Routed clock nets over the placement:
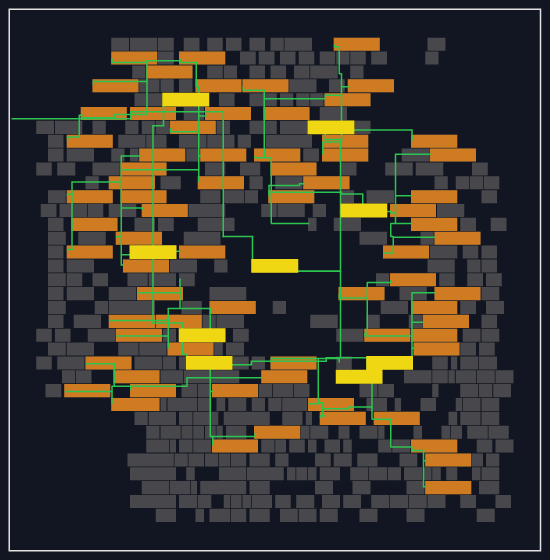
Placed cells, one colour a class:
Scale bar: 20 um. Fill, decap, tap and diode cells in grey.
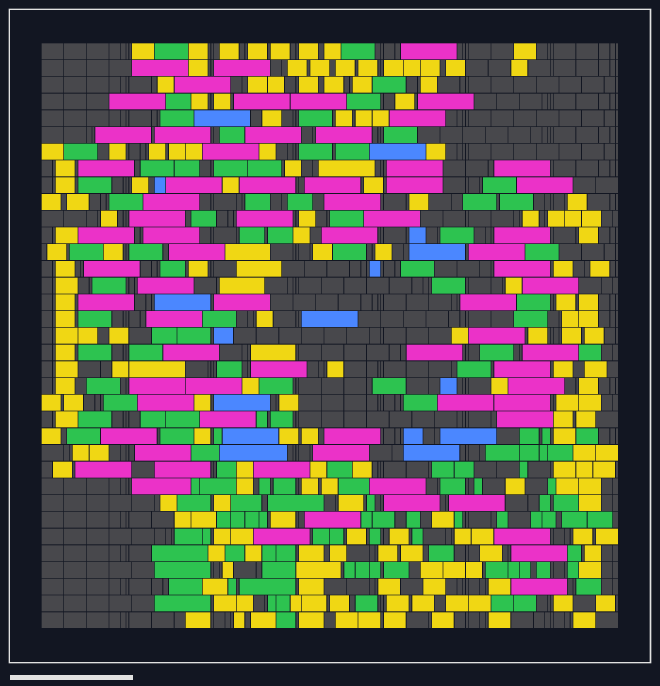
Signal wires on met2:
Scale bar: 20 um.
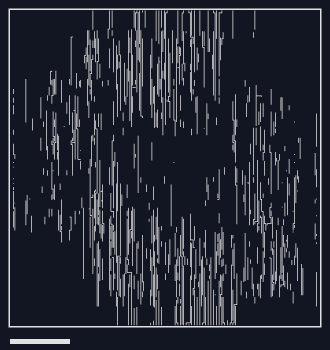
Power grid:
Pins as bars on the die edge. Tap cells in grey.
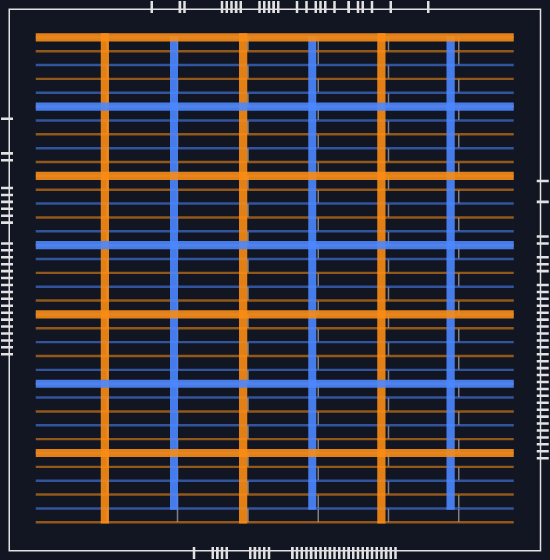
Placement view:
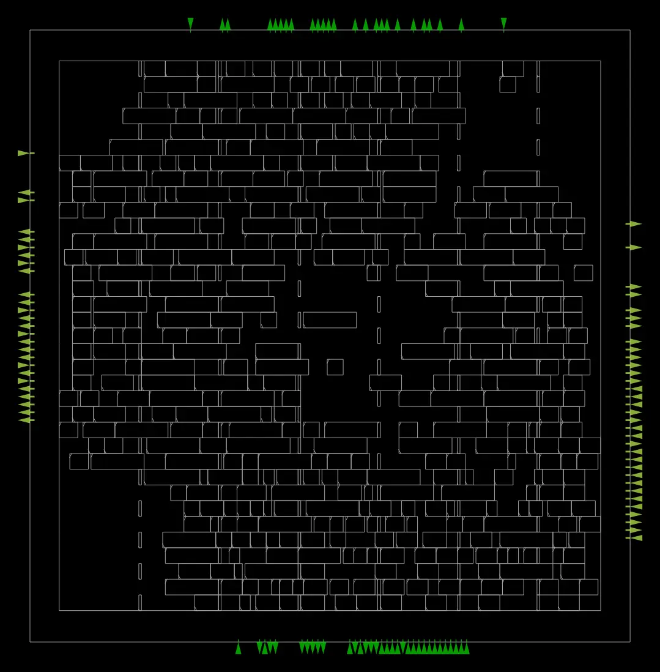
## config.mk

```make
export PLATFORM = sky130hd
export DESIGN_NAME = wavelet_sched
export DESIGN_NICKNAME = d
export VERILOG_FILES = /design/src/rtl/wavelet_sched.sv
export SDC_FILE = /design/constraint.sdc
export NUM_CORES = 1
export LEC_CHECK = 0
export CORE_AREA = 5 5 99 101
export CTS_BUF_LIST = sky130_fd_sc_hd__clkbuf_16
export DETAILED_ROUTE_END_ITERATION = 8
export DIE_AREA = 0 0 104 106
export PLACE_DENSITY = 0.81
export SLEW_MARGIN = 15
export SYNTH_ARGS = -nofsm -noshare
export SYNTH_HDL_FRONTEND = slang
export SYNTH_SLANG_ARGS = --single-unit
```

## constraint.sdc

```tcl
create_clock -name clk -period 1.5 [get_ports clk]
set_clock_uncertainty 0.05 [all_clocks]
set_input_delay 0.3 -clock clk [delete_from_list [all_inputs] [get_ports clk]]
set_output_delay 0.3 -clock clk [all_outputs]
set_load 0.005 [all_outputs]
```

## src/rtl/wavelet_sched.sv

```systemverilog
// Front-end sequencer for a bank of FIR wavelet filters: owns the shared tap delay
// line, strobes each filter in turn after every decimation period, serializes results.
module wavelet_sched #(
    parameter int BITS_PER_ELEM  = 8,
    parameter int NUM_ELEM       = 7,
    parameter int NUM_FILTERS    = 4,
    parameter int SUM_TRUNCATION = 8,
    parameter int DECIMATE       = 1,
    localparam int IDX_W         = (NUM_FILTERS > 2) ? $clog2(NUM_FILTERS) : 1
) (
    input  logic                                     clk,
    input  logic                                     rst,
    input  logic signed [BITS_PER_ELEM-1:0]          i_sample,
    input  logic                                     i_sample_valid,
    output logic                                     o_sample_ready,
    output logic [NUM_ELEM*BITS_PER_ELEM-1:0]        o_taps,
    output logic [NUM_FILTERS-1:0]                   o_start_calc,
    input  logic [NUM_FILTERS*SUM_TRUNCATION-1:0]    i_wavelets,
    output logic signed [SUM_TRUNCATION-1:0]         o_data,
    output logic [IDX_W-1:0]                         o_data_idx,
    output logic                                     o_data_valid,
    input  logic                                     i_data_ready,
    output logic                                     o_busy
);

    localparam int TAP_W = NUM_ELEM * BITS_PER_ELEM;
    localparam int CNT_W = (DECIMATE > 1) ? $clog2(DECIMATE) : 1;
    localparam logic [CNT_W-1:0] CNT_LAST = CNT_W'(DECIMATE - 1);
    localparam logic [IDX_W-1:0] K_LAST   = IDX_W'(NUM_FILTERS - 1);

    typedef enum logic [1:0] {
        S_IDLE,
        S_CALC,
        S_WAIT,
        S_OUT
    } state_t;

    state_t            state;
    state_t            state_nxt;
    logic [CNT_W-1:0]  dec_cnt;
    logic [IDX_W-1:0]  k;
    logic              accept;
    logic              dec_wrap;
    logic              handshake;
    logic              k_last;
    logic [TAP_W-1:0]  taps_shift;

    function automatic logic signed [SUM_TRUNCATION-1:0] pick_wavelet(
        input logic [NUM_FILTERS*SUM_TRUNCATION-1:0] w,
        input logic [IDX_W-1:0]                      idx
    );
        return w[int'(idx)*SUM_TRUNCATION +: SUM_TRUNCATION];
    endfunction

    assign accept    = (state == S_IDLE) && i_sample_valid;
    assign dec_wrap  = (dec_cnt == CNT_LAST);
    assign handshake = (state == S_OUT) && i_data_ready;
    assign k_last    = (k == K_LAST);

    // Ready only in IDLE keeps the taps frozen while the filters compute.
    assign o_sample_ready = (state == S_IDLE);
    assign o_busy         = (state != S_IDLE);
    assign o_start_calc   = (state == S_CALC) ? (NUM_FILTERS'(1) << k) : '0;

    always_comb begin
        taps_shift                    = o_taps << BITS_PER_ELEM;
        taps_shift[BITS_PER_ELEM-1:0] = i_sample;
    end

    always_ff @(posedge clk or negedge rst) begin
        if (!rst) begin
            state <= S_IDLE;
        end else begin
            state <= state_nxt;
        end
    end

    always_comb begin
        state_nxt = state;
        case (state)
            S_IDLE: if (accept && dec_wrap) state_nxt = S_CALC;
            S_CALC: state_nxt = S_WAIT;
            S_WAIT: state_nxt = S_OUT;
            S_OUT:  if (handshake) state_nxt = k_last ? S_IDLE : S_CALC;
            default: state_nxt = S_IDLE;
        endcase
    end

    always_ff @(posedge clk or negedge rst) begin
        if (!rst) begin
            dec_cnt <= '0;
            k       <= '0;
        end else if (accept) begin
            dec_cnt <= dec_wrap ? '0 : dec_cnt + 1'b1;
            if (dec_wrap) k <= '0;
        end else if (handshake) begin
            k <= k_last ? '0 : k + 1'b1;
        end
    end

    // Filter registered its sum on CALC->WAIT; capture it at the end of WAIT.
    always_ff @(posedge clk or negedge rst) begin
        if (!rst) begin
            o_taps       <= '0;
            o_data       <= '0;
            o_data_idx   <= '0;
            o_data_valid <= 1'b0;
        end else begin
            if (accept) o_taps <= taps_shift;
            if (state == S_WAIT) begin
                o_data       <= pick_wavelet(i_wavelets, k);
                o_data_idx   <= k;
                o_data_valid <= 1'b1;
            end else if (handshake) begin
                o_data_valid <= 1'b0;
            end
        end
    end

endmodule

```

==> notes.md <==
Item: results of the latest flow run.

- The final period utilization is 111.0%.
- The number of rows in the core area is 35.
- Hold-check failures listed in the final report amount to 0.
- The standby leakage power is 2.780 nW.
- Across the placement rows, the number of tap cells is 111.
- The layer flagged by global routing as most heavily used is met2.
- A synthesized cell averages approximately 15 um2.
- The detailed-route wire length per cell is 15.83 um.
- Per the summary, power density relative to cell area is 2080 nW/um2.
- In this run the biggest area consumer among cell types represents 54.93% of the synthesized area.
- The most used flip-flop cell after synthesis is sky130_fd_sc_hd__dfrtp_1.
- The iteration count recorded for the first detailed-route pass is 3.
- By instance count after routing, the leading logic cell types are 70 x sky130_fd_sc_hd__dfrtp_1, 67 x sky130_fd_sc_hd__dlygate4sd2_1, 55 x sky130_fd_sc_hd__buf_4.
- The number of global-route vias before repair was 2683.
- The buffer depth of the longest clock path is 2.
- The post-synth count of flops with an enable pin is 0.
- The tree built by TritonCTS fans out to a little over 70 sinks.
- The HPWL after detailed placement is roughly 5.5 mm.
- Setup slack on the critical path of the routed design comes to -0.1653 ns.
- The required time reported for the critical path endpoint is approximately 1.7 ns.
- The worst setup path is of the flip-flop to flip-flop kind.
- The flow ran to the end, but the final reports show violations.
- Setup repair after global routing could not meet its margin everywhere.
- The area figure in the yosys stat output is 3234 um2.
- The number of cells after detailed placement is 449.
- The total placed instance area is ~4600 um2.
- The launch point of the critical path was reported as state[1]$_DFFE_PN0P_.
- Once layout is complete, the cells apart from fillers number a little over 500.
- The met3 track demand over resource is about 4.6%.
- The layout report gives the multi-input gate share of total cell area as 27.23%.
- The final reports fail on setup timing.
- According to the timing report, the arrival time at the worst endpoint equals 1.83 ns.
- The xor-xnor portion of the synthesized cell area is 0%.
- Per the synthesis report, the AND-OR/OR-AND share of the synthesized area is about 3.6%.
- The finished design was reported to have a net count of 455.
- RePlAce ended its routability-driven mode at a weighted congestion of 0.7648.
- Max fanout on the critical path was recorded as 5.
- Looking at the worst setup and hold paths, the clock pins of their registers show a slew of 0.06 ns.
- Global routing consumed, over all layers together, 14.92% of the routing resources.
- The final count of negative-setup-slack endpoints is 64.
- The area of all sequential standard cells is 1778 um2.
- Per the synth stats, the proportion of register bits with asynchronous set or reset is 100.0%.
## Picture notes: 'routed clock nets over the placement'
- green: clock wires (length 871 um)
- yellow: clock drivers (count 9)
- orange: flip-flops (count 71)
- routed clock nets: 10

## Picture notes: 'placed cells, one colour a class'
- blue: clock drivers and dummy loads (cells 16)
- green: combinational and other logic (cells 135)
- yellow: other buffers and delay cells (cells 185)
- magenta: flops (cells 71)

## Picture notes: 'signal wires on met2'
- wire length on this layer: 4000 um
- main direction: vertical
- share of all routed wire: 49%

## Picture notes: 'power grid'
- blue: VDD
- orange: VSS
- tap cells: 111
- met5 straps: 7

## Picture notes: 'placement view'
Core ar.: 8934 um2
Util after Layout: 60.90%
Seq/total area: 32.68%
fillers: 707
sequential cell count: 71

## per-layer routing
metal  share of wire [%]  wire length, um  vias to the layer above
li1                    -                -                     1126
met3                 5.7              468                       17
met5                   0                0                        -
met2                  49             4000                       75
met1                  43             3512                     1162
met4                 2.6              217                        0
## sequential cells by signal (all words and copies together), names as in the netlist
name	count
state	2
o_taps	56
k	2
o_data_idx	2
o_data	8
o_data_valid	1
## worst max-delay path: stages, from the launching register on
cell                      delay, ns
sky130_fd_sc_hd__dfrtp_1       0.37
sky130_fd_sc_hd__inv_2         0.06
sky130_fd_sc_hd__buf_6         0.11
sky130_fd_sc_hd__buf_6         0.11
sky130_fd_sc_hd__ha_4          0.17
sky130_fd_sc_hd__nor2b_4       0.13
sky130_fd_sc_hd__or2_4         0.26
sky130_fd_sc_hd__mux2_4        0.30
Power and IR drop assume default switching activity.
